===== config.mk =====
export PLATFORM = sky130hd
export DESIGN_NAME = uart_rx
export DESIGN_NICKNAME = d
export VERILOG_FILES = /design/src/rtl/uart_pkg.sv /design/src/rtl/sync_2ff.sv /design/src/rtl/uart_rx.sv
export SDC_FILE = /design/constraint.sdc
export NUM_CORES = 1
export LEC_CHECK = 0
export CELL_PAD_IN_SITES_DETAIL_PLACEMENT = 0
export CELL_PAD_IN_SITES_GLOBAL_PLACEMENT = 1
export CORE_MARGIN = 3
export CORE_UTILIZATION = 28
export DETAILED_ROUTE_END_ITERATION = 8
export GPL_ROUTABILITY_DRIVEN = 0
export PLACE_DENSITY_LB_ADDON = 0.1
export RECOVER_POWER = 100
export SLEW_MARGIN = 20
export SYNTH_ARGS = -nofsm -noshare
export SYNTH_HDL_FRONTEND = slang
export SYNTH_SLANG_ARGS = --single-unit

===== constraint.sdc =====
create_clock -name CLK -period 1.9 [get_ports CLK]
set_input_delay 0.38 -clock CLK [delete_from_list [all_inputs] [get_ports CLK]]
set_output_delay 0.38 -clock CLK [all_outputs]
set_load 0.01 [all_outputs]

===== src/rtl/uart_pkg.sv =====
// uart_pkg: shared FSM state type and default parameters for the UART receiver
package uart_pkg;

    typedef enum logic [2:0] {IDLE, START, DATA, PARITY, STOP} state_t;

    localparam int OS_DEFAULT        = 16;
    localparam int DATA_BITS_DEFAULT = 8;

    function automatic int half_bit(input int os);
        return os / 2 - 1;
    endfunction

    localparam int HALF_BIT = half_bit(OS_DEFAULT);

endpackage


===== src/rtl/sync_2ff.sv =====
// sync_2ff: two-flop synchroniser for a single asynchronous input pin
module sync_2ff #(
    parameter logic RST_VAL = 1'b1
) (
    input  logic CLK,
    input  logic rst,
    input  logic d,
    output logic q
);

    logic meta;

    // two back-to-back flops; reset to the pin's idle level
    always_ff @(posedge CLK) begin
        if (rst) begin
            meta <= RST_VAL;
            q    <= RST_VAL;
        end else begin
            meta <= d;
            q    <= meta;
        end
    end

endmodule


===== src/rtl/uart_rx.sv =====
// uart_rx: oversampling UART receiver with one-entry valid/ready output; even parity when UART_RX_PARITY_EN is defined
module uart_rx
    import uart_pkg::*;
#(
    parameter int DATA_BITS = DATA_BITS_DEFAULT,
    parameter int OS        = OS_DEFAULT
) (
    input  logic                 CLK,
    input  logic                 rst,
    input  logic                 os_tick,
    input  logic                 rx,
    output logic [DATA_BITS-1:0] rx_data,
    output logic                 rx_valid,
    input  logic                 rx_ready,
    output logic                 frame_err,
    output logic                 overrun,
    output logic                 busy
`ifdef UART_RX_PARITY_EN
    ,
    output logic                 parity_err
`endif
);

    localparam int OS_W = $clog2(OS);
    localparam int BC_W = $clog2(DATA_BITS + 1);
    localparam logic [OS_W-1:0] HALF      = OS_W'(half_bit(OS));
    localparam logic [OS_W-1:0] LAST      = OS_W'(OS - 1);
    localparam logic [BC_W-1:0] BITS_LAST = BC_W'(DATA_BITS - 1);

    state_t               state, state_n;
    logic [OS_W-1:0]      os_cnt, os_cnt_n;
    logic [BC_W-1:0]      bit_cnt, bit_cnt_n;
    logic [DATA_BITS-1:0] shreg, shreg_n;
    logic                 armed, armed_n;
    logic                 rx_s, done, ferr;
`ifdef UART_RX_PARITY_EN
    logic                 par, par_n, perr;
`endif

    sync_2ff #(.RST_VAL(1'b1)) u_sync (
        .CLK (CLK),
        .rst (rst),
        .d   (rx),
        .q   (rx_s)
    );

    assign busy = state != IDLE;

    // receiver state and counters
    always_ff @(posedge CLK) begin
        if (rst) begin
            state   <= IDLE;
            os_cnt  <= '0;
            bit_cnt <= '0;
            shreg   <= '0;
            armed   <= 1'b0;
`ifdef UART_RX_PARITY_EN
            par     <= 1'b0;
`endif
        end else begin
            state   <= state_n;
            os_cnt  <= os_cnt_n;
            bit_cnt <= bit_cnt_n;
            shreg   <= shreg_n;
            armed   <= armed_n;
`ifdef UART_RX_PARITY_EN
            par     <= par_n;
`endif
        end
    end

    // next-state: armed only after seeing idle-high, so a held-low break cannot retrigger
    always_comb begin
        state_n   = state;
        os_cnt_n  = os_cnt;
        bit_cnt_n = bit_cnt;
        shreg_n   = shreg;
        armed_n   = armed;
        done      = 1'b0;
        ferr      = 1'b0;
`ifdef UART_RX_PARITY_EN
        par_n     = par;
        perr      = 1'b0;
`endif
        if (os_tick && state != IDLE) os_cnt_n = os_cnt + 1'b1;
        case (state)
            IDLE: begin
                armed_n = armed | rx_s;
                if (armed && !rx_s) begin
                    state_n  = START;
                    os_cnt_n = '0;
                end
            end
            START: if (os_tick && os_cnt == HALF) begin
                state_n   = rx_s ? IDLE : DATA;
                os_cnt_n  = '0;
                bit_cnt_n = '0;
            end
            DATA: if (os_tick && os_cnt == LAST) begin
                shreg_n   = {rx_s, shreg[DATA_BITS-1:1]};
                bit_cnt_n = bit_cnt + 1'b1;
                os_cnt_n  = '0;
`ifdef UART_RX_PARITY_EN
                if (bit_cnt == BITS_LAST) state_n = PARITY;
`else
                if (bit_cnt == BITS_LAST) state_n = STOP;
`endif
            end
`ifdef UART_RX_PARITY_EN
            PARITY: if (os_tick && os_cnt == LAST) begin
                par_n    = rx_s;
                os_cnt_n = '0;
                state_n  = STOP;
            end
`endif
            STOP: if (os_tick && os_cnt == LAST) begin
                state_n  = IDLE;
                armed_n  = 1'b0;
                os_cnt_n = '0;
                ferr     = !rx_s;
`ifdef UART_RX_PARITY_EN
                perr     = ^{shreg, par};
                done     = rx_s && !perr;
`else
                done     = rx_s;
`endif
            end
            default: state_n = IDLE;
        endcase
    end

    // one-entry output buffer and error pulses
    always_ff @(posedge CLK) begin
        if (rst) begin
            rx_data    <= '0;
            rx_valid   <= 1'b0;
            frame_err  <= 1'b0;
            overrun    <= 1'b0;
`ifdef UART_RX_PARITY_EN
            parity_err <= 1'b0;
`endif
        end else begin
            frame_err  <= ferr;
            overrun    <= done && rx_valid && !rx_ready;
`ifdef UART_RX_PARITY_EN
            parity_err <= perr;
`endif
            if (done && (!rx_valid || rx_ready)) begin
                rx_data  <= shreg;
                rx_valid <= 1'b1;
            end else if (rx_valid && rx_ready) begin
                rx_valid <= 1'b0;
            end
        end
    end

endmodule

==> reports/writeup.txt, run 1 <==
The share of layout cells above drive strength 1 is 0.1459. Static leakage: 0.7472 nW. Worst path setup slack after routing: 0.1145 ns. The run finished with clean final reports.

The layout overhead on the synthesized area is 23.62%. With the number of nets in the final layout at 192, the final cycle utilization of the critical path is 0.9398. At floorplan, the net count of the design was reported as 166. Timing would allow up to 560.1 MHz. The iteration count recorded for the first detailed-route pass is 4. Yosys stat counts 158 cells in the synthesized netlist. The logs give 158 for the number of standard cells after synthesis and 1451 µm² for the total cell area reported by yosys after synthesis. Setup repair after global routing left no endpoint under its margin. The synthesized design contains 33 register bits. For this run the detailed placement stage logged an HPWL of 2170 µm.

With the post-detailed-route count of antenna-violating nets at 0, the largest net degree at the start of global routing is 21. In the Yosys stats the netlist draws on 44 distinct library cells. The run gives 66 as the first-iteration detailed-routing DRC count. In this run the worst hold path is classified as flop to flop.

The pre-CTS setup check shows a worst slack of 0.01850 ns. The CTS clock-pin slew for the worst setup and hold paths was 0.07 ns. Cell at the root of the clock tree: sky130_fd_sc_hd__clkbuf_8.

With the number of endpoints failing setup at the final stage at 0, the overall overflow remaining after global route is 0. Summing over the stages, the warning tally comes to 27. The logs give 1,091 for the via count of the first global-routing pass and 4880 µm² for the placeable core region. Data arrival time at the worst-slack endpoint: 1.41 ns.

Per the cell usage report, the commonest logic cells after layout are sky130_fd_sc_hd__dfxtp_1 (31), sky130_fd_sc_hd__nand2_1 (24), sky130_fd_sc_hd__a21oi_1 (15). The run gives 5333 µm as the first-pass GRT wire length. Summed over all failing endpoints, the final setup total negative slack is 0 ns. The transition time recorded at the tightest slew-check pin is 0.5501 ns.

The highest supply drop recorded on VDD is 240.9 µV. The highest metal layer with signal wires is met4. The initial antenna violation count is 0.
## run 1: repair_timing
action | in CTS | in global routing
resized | 1 | 2
pin swaps | 0 | 1
setup endpoints to repair | 1 | 1
gates cloned | 0 | 0
endpoints found under the hold margin | 0 | 0
hold buffers | 0 | 0
## run 1: power groups by stage
stage,Sequential (mW),Combinational [mW],Clock [mW]
floorplan,0.715,0.0238,0
global placement,0.717,0.0448,0
detailed placement,0.717,0.0450,0
CTS,0.701,0.0457,0.540
global route,0.702,0.0482,0.575
finish,0.702,0.0438,0.509
## run 1: layer usage
metal | up-vias | track usage
li1 | 601 | -
met1 | 546 | 0.1590
met2 | 21 | 0.1533
met3 | 7 | 0.03596
met4 | 0 | 0.05245
met5 | - | 0
## run 1: cell families (layout without fill, tap and decap cells)
group	after synthesis	after routing	share of synthesized area
AOI/OAI and AO/OA	29	29	0.1405
xor gates and xnor gates	3	3	0.01811
adders and majority gates	3	3	0.02586
buffers and inverters	11	38	0.03706
DFF	33	33	0.4552
muxes	9	9	0.06207
and+or+nand+nor	70	70	0.2612
## run 1: layout make-up
type	instances	area (µm²)
repair buffers	27	229.0
flip-flops and latches	33	663.1
fillers	538	3085
clock inverters	3	17.52
inverters	3	11.26
well taps	67	83.83
clock buffers	5	68.82
multi-input cells	114	720.7
## run 1: cell usage after synthesis (all sizes together)
| cell type | n | area [µm²] |
|---|---|---|
| a211oi | 2 | 20.02 |
| a21bo | 1 | 10.01 |
| a21oi | 15 | 75.07 |
| a22oi | 1 | 7.510 |
| a311oi | 1 | 15.01 |
| a41o | 1 | 10.01 |
| a41oi | 1 | 16.27 |
| and2 | 2 | 15.02 |
| and3b | 1 | 8.760 |
| and4 | 1 | 8.760 |
| buf | 4 | 26.27 |
| clkbuf | 4 | 16.26 |
| dfxtp | 33 | 660.6 |
| ha | 3 | 37.54 |
| inv | 3 | 11.26 |
| mux2i | 9 | 90.09 |
| nand2 | 25 | 96.35 |
| nand2b | 2 | 12.51 |
| nand3 | 4 | 20.02 |
| nand3b | 2 | 15.01 |
| nand4 | 3 | 25.02 |
| nor2 | 13 | 48.80 |
| nor2b | 1 | 6.260 |
| nor3 | 5 | 25.02 |
| nor3b | 6 | 61.31 |
| o211a | 1 | 10.01 |
| o211ai | 1 | 7.510 |
| o21ai | 2 | 10.01 |
| o22ai | 1 | 6.260 |
| o31a | 1 | 8.760 |
| o31ai | 1 | 7.510 |
| or2 | 2 | 12.51 |
| or3 | 1 | 6.260 |
| or3b | 2 | 17.52 |
| xor2 | 3 | 26.28 |
## run 1: worst max-delay path, stage by stage, from the launching register on
cell and delay [ns]:
sky130_fd_sc_hd__dfxtp_2 0.36, sky130_fd_sc_hd__nor3_2 0.22, sky130_fd_sc_hd__inv_1 0.06, sky130_fd_sc_hd__clkdlybuf4s50_1 0.48
## run 1: worst paths after layout
check	startpoint	slack, ns	to	cells past startpoint
worst max register to register	os_cnt[0]	0.21	rx_data[4]	6
worst max-delay path	state[0]	0.11	busy	3
worst min-delay path	u_sync.meta	0.41	u_sync.q	1
worst min register to register	u_sync.meta	0.41	u_sync.q	1
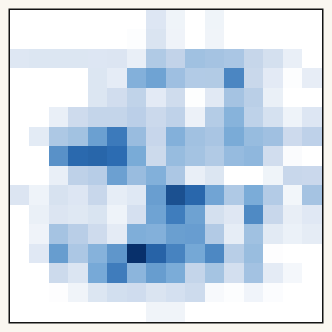
run_1/metal_density.png
Drawn at 4 px/µm. The die is cut into 16 by 16 equal tiles; white is low, dark blue is high, scaled to the fullest tile. Values are wire area over tile area, all layers added.
nearly empty tiles = 31%
tiles over half the peak = 11%
emptiest ninth of the die = north-west
mean over tiles = 0.081
densest ninth of the die = centre
drt total wl: 3142 µm
routed length per instance: 12.47 µm
global router's overall resource usage: 0.1126

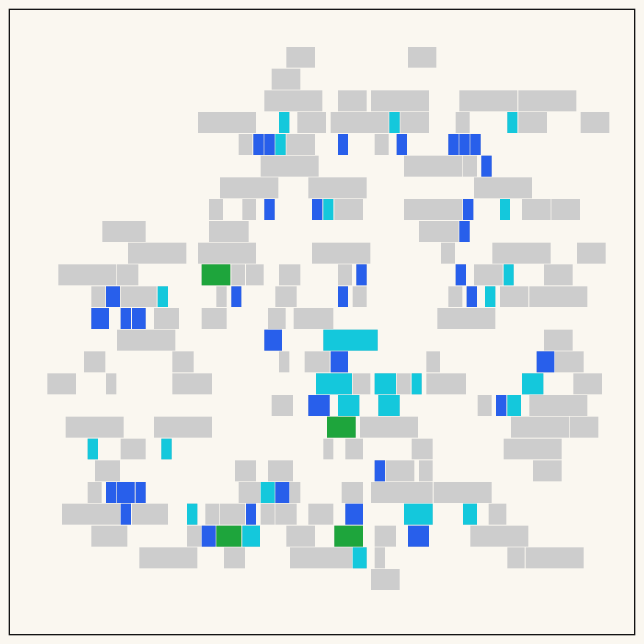
run_1/logic_types.png
Drawn at 8 px/µm.
nand cells -> blue  # cells 36, most used nand2_1
non-inverting ao/oa cells -> green  # cells 4
nor cells -> cyan  # cells 25, most used nor2_1
multi-input gate share of the layout cell area: 0.4017
dominant logic cell type in the layout: sky130_fd_sc_hd__dfxtp_1
post-route insts no fill: 252

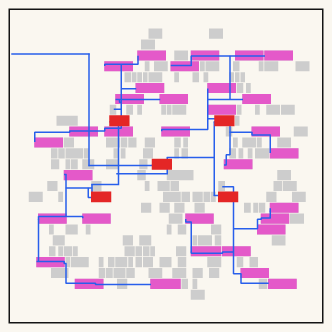
run_1/clk_routes.png
Drawn at 4 px/µm.
flip-flops -> magenta  # count 33
clock wires -> blue  # length 462 µm
clock drivers -> red  # count 5
routed clock nets = 6
Clock net power: 0.509 mW
worst-skew pair later-pin latency: 0.28 ns
worst setup skew after layout: 0.006098 ns
part of the power in the clock network: 0.406

run_1/congestion.png
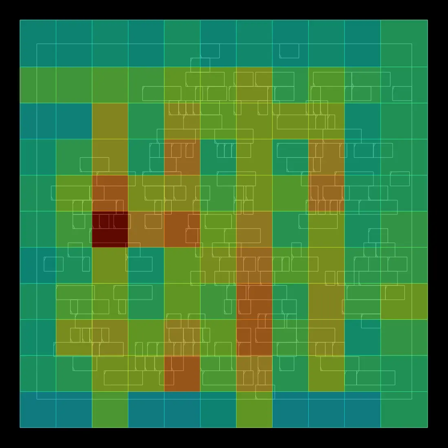

--- run 2 (diff from run 1) ---
--- a/config.mk
+++ b/config.mk
@@ -5,10 +5,11 @@
 export SDC_FILE = /design/constraint.sdc
 export NUM_CORES = 1
 export LEC_CHECK = 0
+export ABC_CLOCK_PERIOD_IN_PS = 2100
 export CELL_PAD_IN_SITES_DETAIL_PLACEMENT = 0
 export CELL_PAD_IN_SITES_GLOBAL_PLACEMENT = 1
 export CORE_MARGIN = 3
-export CORE_UTILIZATION = 28
+export CORE_UTILIZATION = 44
 export DETAILED_ROUTE_END_ITERATION = 8
 export GPL_ROUTABILITY_DRIVEN = 0
 export PLACE_DENSITY_LB_ADDON = 0.1
==> constraint.sdc (replaced) <==
create_clock -name CLK -period 2.1 [get_ports CLK]
set_input_delay 0.42 -clock CLK [delete_from_list [all_inputs] [get_ports CLK]]
set_output_delay 0.42 -clock CLK [all_outputs]
set_load 0.01 [all_outputs]
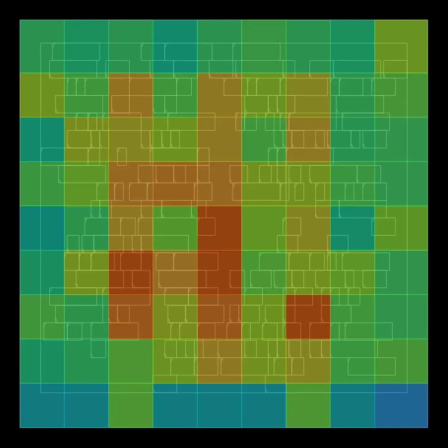
run_2/congestion.png
most used routing layer in global routing: met2
routed length per instance: 12.78 µm
end-of-flow core utilization: 0.5609
met3 Resource Use GR: 0.06061

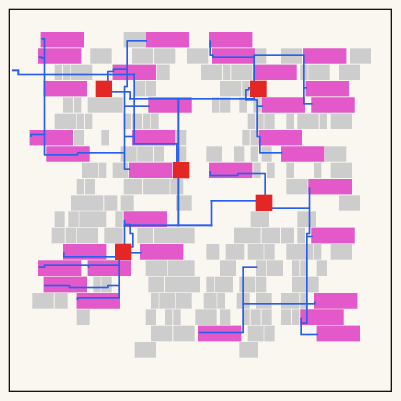
run_2/clk_routes.png
Drawn at 6 px/µm.
clock drivers -> red  # count 5
clock wires -> blue  # length 400 µm
flip-flops -> magenta  # count 33
flops lie = widely spread
Clock net power: 0.336 mW
worst setup skew after layout: 0.009535 ns

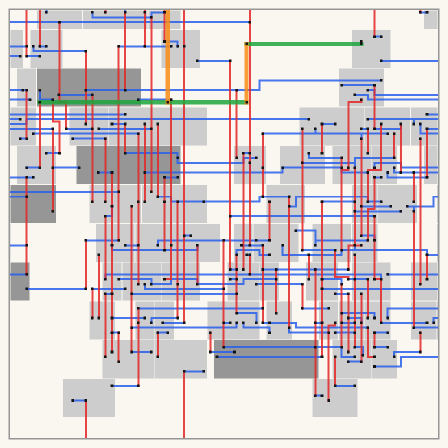
run_2/detail.png
Region (17, 4) to (47, 34) µm. Cells in grey, sequential cells in the stronger grey; small squares are vias.
metal 3 -> green
metal 4 -> orange
metal 2 -> red
metal 1 -> blue
sequential cells in the window = 3
cells with their middle in the window = 53
netlist names of flops here include = `state` (3)

==> run 2 against run 1 <==
  * Die area decreased by 34%
  * Final cell count decreased by 10%
  * Worst setup slack better by 0.034 ns
  * Clock power decreased by 34%
  * Combinational power decreased by 12%
  * Clock-buffer cell count is 1 higher
  * Via count is 0.26% lower
  * Highest routed layer unchanged
  * Total power down 20%
  * Critical path type unchanged
  * Area after synthesis is the same
  * Routed wire length is 8.1% lower
==> reports/writeup.txt, run 2 <==
The tools report the first-iteration detailed-routing DRC count as 68. With the share of the synthesized area in the top cell type at 0.4552, the HPWL reported at the end of detailed placement is 2148 µm. Entering global routing, the biggest net connects 14 pins. For reference, the top cells by area after synthesis are sky130_fd_sc_hd__dfxtp_1 (46%), sky130_fd_sc_hd__mux2i_1 (6.2%), sky130_fd_sc_hd__nand2_1 (6.2%).

The number of warnings in the stage logs works out to 27. The CTS clock-pin slew for the worst setup and hold paths came out at 0.10 ns. The final cycle utilization of the critical path works out to 0.9294. Before CTS, the worst setup slack after placement is 0.04723 ns.

The run gives 189 as the number of nets in the final layout. Among all flip-flop cells after synthesis, the most frequent one is sky130_fd_sc_hd__dfxtp_1. Per the post-synthesis report, the nets total 166.

The run gives 0.47 ns for the worst stage delay on the critical path. The run finished with clean final reports. The number of standard cells after synthesis was 158.

In the layout the commonest cells are sky130_fd_sc_hd__dfxtp_1 (33), sky130_fd_sc_hd__nand2_1 (24), sky130_fd_sc_hd__a21oi_1 (15). By count the netlist is led by sky130_fd_sc_hd__dfxtp_1 (33), sky130_fd_sc_hd__nand2_1 (24), sky130_fd_sc_hd__a21oi_1 (15). The post-synth count of flops with an enable pin is 0. The run gives 0.333 for the part of the power in the clock network.

Layout overhead on the synthesized area: 19.91%. The cell with the largest stage delay on the worst path is sky130_fd_sc_hd__clkdlybuf4s50_1. The number of endpoints failing setup at the final stage is 0. The most common logic cell in the final layout is sky130_fd_sc_hd__dfxtp_1. Cell at the root of the clock tree: sky130_fd_sc_hd__clkbuf_4. For the clock insertion delay at the later pin of the skew report, the log shows 0.33 ns. For the area of the multi-input gates, the log shows 748.2 µm².

The initial antenna violation count was 0; the placeable core region was 3103 µm². The run gives 0.1934 as the met1 capacity usage during global routing. The total area of sequential cells was 660.6 µm². Walking the worst path, the cells encountered are nor3_4 -> inv_1 -> clkdlybuf4s50_1. The detailed-router iteration count before antenna repair is 4, and the count of state elements after synthesis is 33. With the share of layout cells above drive strength 1 at 0.1484, the first-pass GRT wire length is 5085 µm. The tools report the maximum resistive drop on vdd as 401.4 µV.

The largest area contributor in the netlist is sky130_fd_sc_hd__dfxtp_1. The run gives 1,103 as the via count of the first global-routing pass. The filler cells instantiated in the layout total 311. STA reports the tightest min-delay check as being of type flop to flop. The run gives 0.1482 ns as the worst path setup slack after routing. Setup repair after global routing left no endpoint under its margin.

The async set-reset flop share out of synthesis came out at 0.
run 2: layout make-up:
| type | count | area share |
|---|---|---|
| Clock inverter | 2 | 0.005751 |
| Multi-Input combinational cell | 114 | 0.4299 |
| Sequential cell | 33 | 0.3796 |
| Inverter | 3 | 0.006470 |
| Timing Repair Buffer | 24 | 0.1229 |
| Clock buffer | 6 | 0.02372 |
| Tap cell | 44 | 0.03163 |
run 2: cells by family (layout without fill, tap and decap cells):
family	after synthesis	in the layout	synth area share
AND-OR/OR-AND	29	29	0.1405
XOR/XNOR	3	3	0.01811
adder cells (fa/ha/maj)	3	3	0.02586
buffers and inverters	11	35	0.03706
flip-flops	33	33	0.4552
multiplexers	9	9	0.06207
AND/OR/NAND/NOR	70	70	0.2612
run 2: routing by layer:
layer | part of all wire | wire length, µm
met5 | 0 | 0
met4 | 0.012 | 36
met3 | 0.037 | 106
met2 | 0.48 | 1399
met1 | 0.47 | 1346
run 2: timing repair:
action,CTS,global route
endpoints found under the setup margin,1,1
hold endpoints to repair,0,0
resized,1,1
run 2: final timing paths:
| kind | from | endpoint | slack (ns) | cells after the start |
|---|---|---|---|---|
| hold reg to reg | u_sync.meta | u_sync.q | 0.42 | 1 |
| hold / removal | u_sync.meta | u_sync.q | 0.42 | 1 |
| setup reg to reg | state[0] | bit_cnt[2] | 0.25 | 5 |
| setup / recovery | state[0] | busy | 0.15 | 3 |
run 2: metrics by stage:
step                std cells  cell area [µm²]    util  power (mW)
global route              226             1740  0.5609       1.064
finish                    226             1740  0.5609       1.010
CTS                       226             1740  0.5609       1.018
global placement          218             1684  0.5427      0.6865
floorplan                 158             1451       -      0.6688
detailed placement        218             1684  0.5427      0.6872
run 2: power groups by stage:
| stage | Sequential, mW | Clock (mW) | Combinational (mW) |
|---|---|---|---|
| 3_5_place_dp | 0.649 | 0 | 0.0382 |
| 4_1_cts | 0.635 | 0.345 | 0.0387 |
| 6_report | 0.635 | 0.336 | 0.0384 |
| 3_3_place_gp | 0.649 | 0 | 0.0377 |
| 5_1_grt | 0.636 | 0.386 | 0.0423 |
| 2_1_floorplan | 0.647 | 0 | 0.0215 |
run 2: critical path: cells and delay by family (launching register included):
family | cells | cell delay (ns)
AND/OR/NAND/NOR | 1 | 0.26
buffers and inverters | 2 | 0.53
flip-flops | 1 | 0.41
run_2/logic_types.png
Drawn at 10 px/µm.
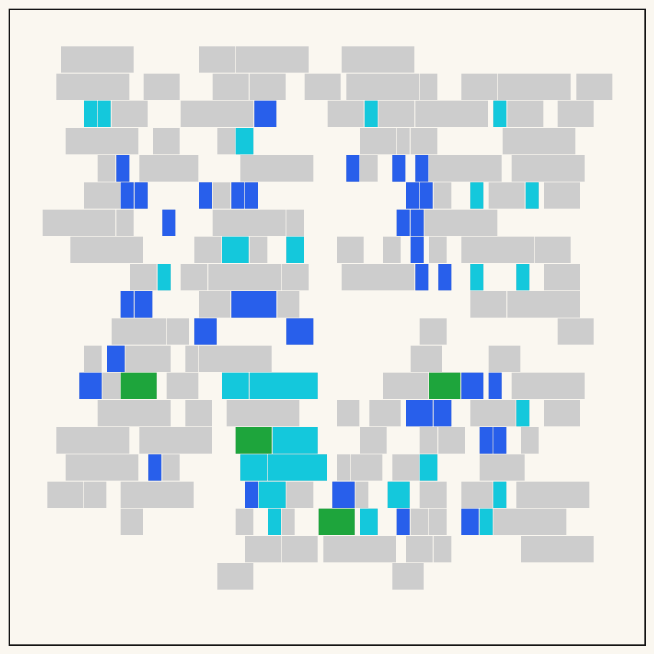

--- run 3 (diff from run 2) ---
--- a/config.mk
+++ b/config.mk
@@ -12,8 +12,10 @@
 export CORE_UTILIZATION = 44
 export DETAILED_ROUTE_END_ITERATION = 8
 export GPL_ROUTABILITY_DRIVEN = 0
+export HOLD_SLACK_MARGIN = 0.02
 export PLACE_DENSITY_LB_ADDON = 0.1
 export RECOVER_POWER = 100
+export REMOVE_ABC_BUFFERS = 1
 export SLEW_MARGIN = 20
 export SYNTH_ARGS = -nofsm -noshare
 export SYNTH_HDL_FRONTEND = slang
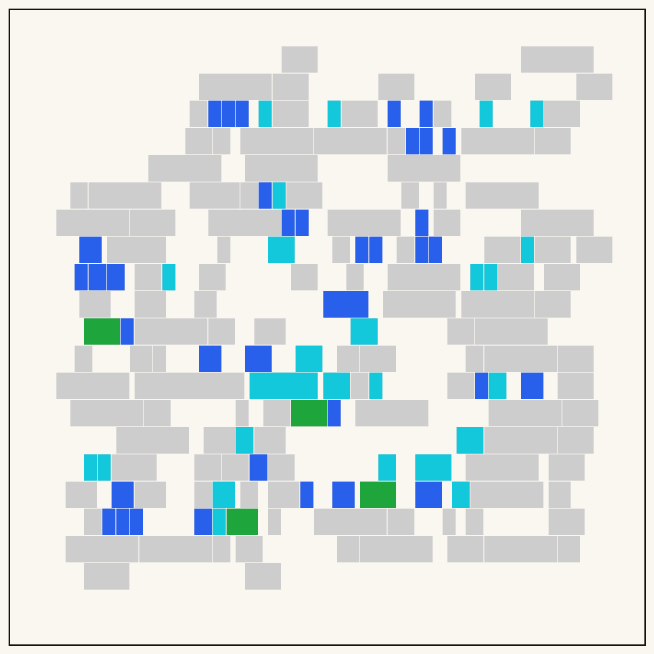
run_3/logic_types.png
Drawn at 10 px/µm.
non-inverting ao/oa cells -> green  # cells 4
nor cells -> cyan  # cells 25, most used nor2_1
nand cells -> blue  # cells 36, most used nand2_1
post-route insts no fill: 226
multi-input gate share of the layout cell area: 0.4143

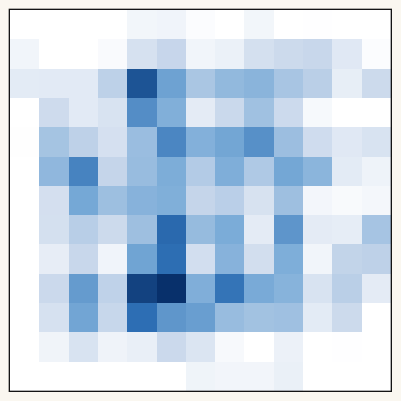
run_3/metal_density.png
Drawn at 6 px/µm. The die is cut into 13 by 13 equal tiles; white is low, dark blue is high, scaled to the fullest tile. Values are wire area over tile area, all layers added.
nearly empty tiles = 23%
densest ninth of the die = centre
mean over tiles = 0.11
tiles over half the peak = 12%
emptiest ninth of the die = north-west
routed vias: 1,181
drt total wl: 2828 µm
routed length per instance: 12.51 µm
global router's overall resource usage: 0.1521

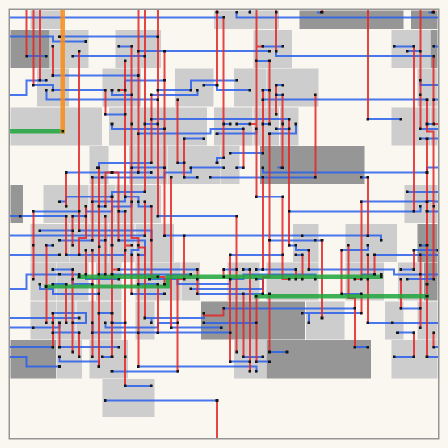
run_3/detail.png
Region (17, 4) to (47, 34) µm. Cells in grey, sequential cells in the stronger grey; small squares are vias.
metal 3 -> green
metal 1 -> blue
metal 4 -> orange
metal 2 -> red
most frequent = nor3b_1 (4), a21oi_1 (4), buf_4 (4)
netlist names of flops here include = `state` (3)
sequential cells in the window = 3
cells with their middle in the window = 54

==> run 3 against run 2 <==
  * Clock-buffer cell count increased by 1
  * Critical path type unchanged
  * Worst setup slack got worse by 0.024 ns
  * First-iteration DRC count decreased by 31%
  * Routed wire length decreased by 2.1%
  * Via count increased by 0.77%
  * Largest cell class unchanged
  * Register-to-register slack improved by 0.04 ns
  * Highest routed layer unchanged
  * Die area unchanged
  * Flip-flop count unchanged
  * Critical path depth unchanged
  * Sequential power about the same
  * Maximum frequency decreased by 1.2%
==> reports/writeup.txt, run 3 <==
The run finished with clean final reports. Setup slack on the worst path after placement came out at 0.1331 ns. The total area inside the core boundary comes to 3103 µm².

Summed over all nets, the half-perimeter wirelength after detailed placement is 2032 µm. Synthesis produced a netlist whose cell count is 158. In this run the most critical hold path is launched from u_sync.meta. In the final report, the number of hold violations comes to 0. Looking at the critical path, the single cell with the biggest stage delay is sky130_fd_sc_hd__dfxtp_1.

Per the CTS log, the root buffer master is sky130_fd_sc_hd__clkbuf_4. Gates resized during post-CTS repair numbered 0. The stage logs contain a warning count of 26. Setup repair after global routing left no endpoint under its margin. For the pin with the worst max-slew slack, the measured transition is 0.5614 ns.

The data arrival time at the worst-slack endpoint is 1.56 ns. The tools report the post-route cell area as 1745 µm². Ranking logic cells in the layout by count gives the top entries sky130_fd_sc_hd__dfxtp_1 (33), sky130_fd_sc_hd__nand2_1 (24), sky130_fd_sc_hd__a21oi_1 (15). The end-of-flow core utilization is 0.5625, and the post-route clock skew is 0.009415 ns.

Following the worst setup path forward leads to its endpoint at busy. For the cell total in the yosys stat output, the log shows 158. The count of state elements after synthesis works out to 33.

In the post-synthesis netlist, the cell with the most instances is sky130_fd_sc_hd__dfxtp_1. The filler cell count was 318; the overall power of the completed layout was 1.152 mW. The worst setup path is launched from a flop. For reference, the top cells by area after synthesis are sky130_fd_sc_hd__dfxtp_1 (46%), sky130_fd_sc_hd__mux2i_1 (6.2%), sky130_fd_sc_hd__nand2_1 (6.2%). The launch instance of the worst register-to-register path was os_cnt[0]. According to the Yosys statistics, the synthesized design has a chip area of 1451 µm².

The cell type that accounts for the most area after synthesis is sky130_fd_sc_hd__dfxtp_1. Leaving out buffers and inverters, the combinational logic in the layout accounts for 723.2 µm². The run gives 47 as the first-iteration detailed-routing DRC count. The run gives 0.1209 for the share of layout cells above drive strength 1. With the final cycle utilization of the critical path at 0.9408, the post-synthesis sequential area ratio is 0.4552. After the last flow step, the layout net total stands at 189.

In the synthesized netlist, the cells that appear most often are sky130_fd_sc_hd__dfxtp_1 (33), sky130_fd_sc_hd__nand2_1 (24), sky130_fd_sc_hd__a21oi_1 (15). The detail route stage leaves a number of antenna-violating nets equal to 0. The setup TNS was 0 ns; the maximum resistive drop on vdd was 766.6 µV. The worst path setup slack after routing was 0.1243 ns.

The async set-reset flop share out of synthesis works out to 0. With the static leakage at 0.7302 nW, the total area of sequential cells is 660.6 µm². The number of enable flip-flop cells works out to 0. The report puts the cell count of the worst reg-to-reg path at 6. With the share of the synthesized area in the top cell type at 0.4552, the minimum setup slack among reg-to-reg paths is 0.29 ns. The number of endpoints failing setup at the final stage is 0. Between the synthesized netlist and the finished layout, the area growth was recorded as 20.26%. By instance count after routing, the leading logic cell type is sky130_fd_sc_hd__dfxtp_1. First-pass GRT wire length: 4836 µm. Via count of the first global-routing pass: 1,074. The netlist uses 44 different library cells. Initial antenna violation count: 0. The CTS clock-pin slew for the worst setup and hold paths works out to 0.10 ns. The longest incremental delay of any stage on the critical path is reported as 0.55 ns. Looking at the clock tree report, the H-tree level count equals 2.

In this run the worst hold path is classified as flop to flop. The post-cts hold buffer count was 0. The capture point of the worst register-to-register path is recorded as shreg[4].

During I/O placement, the number of pins put on the boundary was 17. The tools report the worst setup path startpoint as state[1]. Per the skew report, the later register of the worst-skew pair sees a clock latency of 0.32 ns. The first detailed-routing pass took 4 iterations. Per STA, the worst path is made up of nor3_2 -> inv_1 -> clkdlybuf4s50_1. The overall overflow remaining after global route is 0.

For the number of instances in the placed design, the log shows 218. The run gives 1684 µm² as the cell area after placement. Post-synth the commonest register cell is sky130_fd_sc_hd__dfxtp_1.
## run 3: cell counts after synthesis
No cell type changed its count.
## run 3: critical path: cells and delay by family, from the launching register on
family | cells | cell delay (ns)
buffers and inverters | 2 | 0.59
AND/OR/NAND/NOR | 1 | 0.09
flip-flops | 1 | 0.55
## run 3: area by class of cell
cell class              instances  share of cell area
repair buffers                 24              0.1204
multi-input cells             114              0.4143
inverters                       3            0.006452
flip-flops and latches         33              0.3785
well taps                      44             0.03154
clock inverters                 1             0.01720
clock buffers                   7             0.03154
## run 3: worst min-delay path by stage
stage,endpoint,slack [ns],depth (start not counted)
4_1_cts,u_sync.q,0.43,1
6_report,u_sync.q,0.43,1
3_5_place_dp,u_sync.q,0.41,1
3_3_place_gp,u_sync.q,0.40,1
2_1_floorplan,u_sync.q,0.39,1
5_1_grt,u_sync.q,0.45,1
## run 3: cell families after synthesis
logic type / count (synthesis) / share of synthesized area
buf+inv: 11 / 0.03706
simple gates: 70 / 0.2612
compound gates: 29 / 0.1405
xor+xnor: 3 / 0.01811
flops: 33 / 0.4552
mux: 9 / 0.06207
fa+ha+maj: 3 / 0.02586
## run 3: metal layers
metal	up-vias	wire (µm)	track usage
met5	-	0	0
met4	0	40	0.07278
met3	5	150	0.04635
met2	25	1251	0.2229
met1	558	1386	0.2022
li1	593	-	-
## run 3: report_power, final
part / switching, mW / internal, mW / leakage, nW
sequential: 0.00479 / 0.630 / 0.267
clock: 0.197 / 0.284 / 0.0455
combinational: 0.0195 / 0.0165 / 0.418
No activity file was given, so power comes from the tool's default toggle rates.
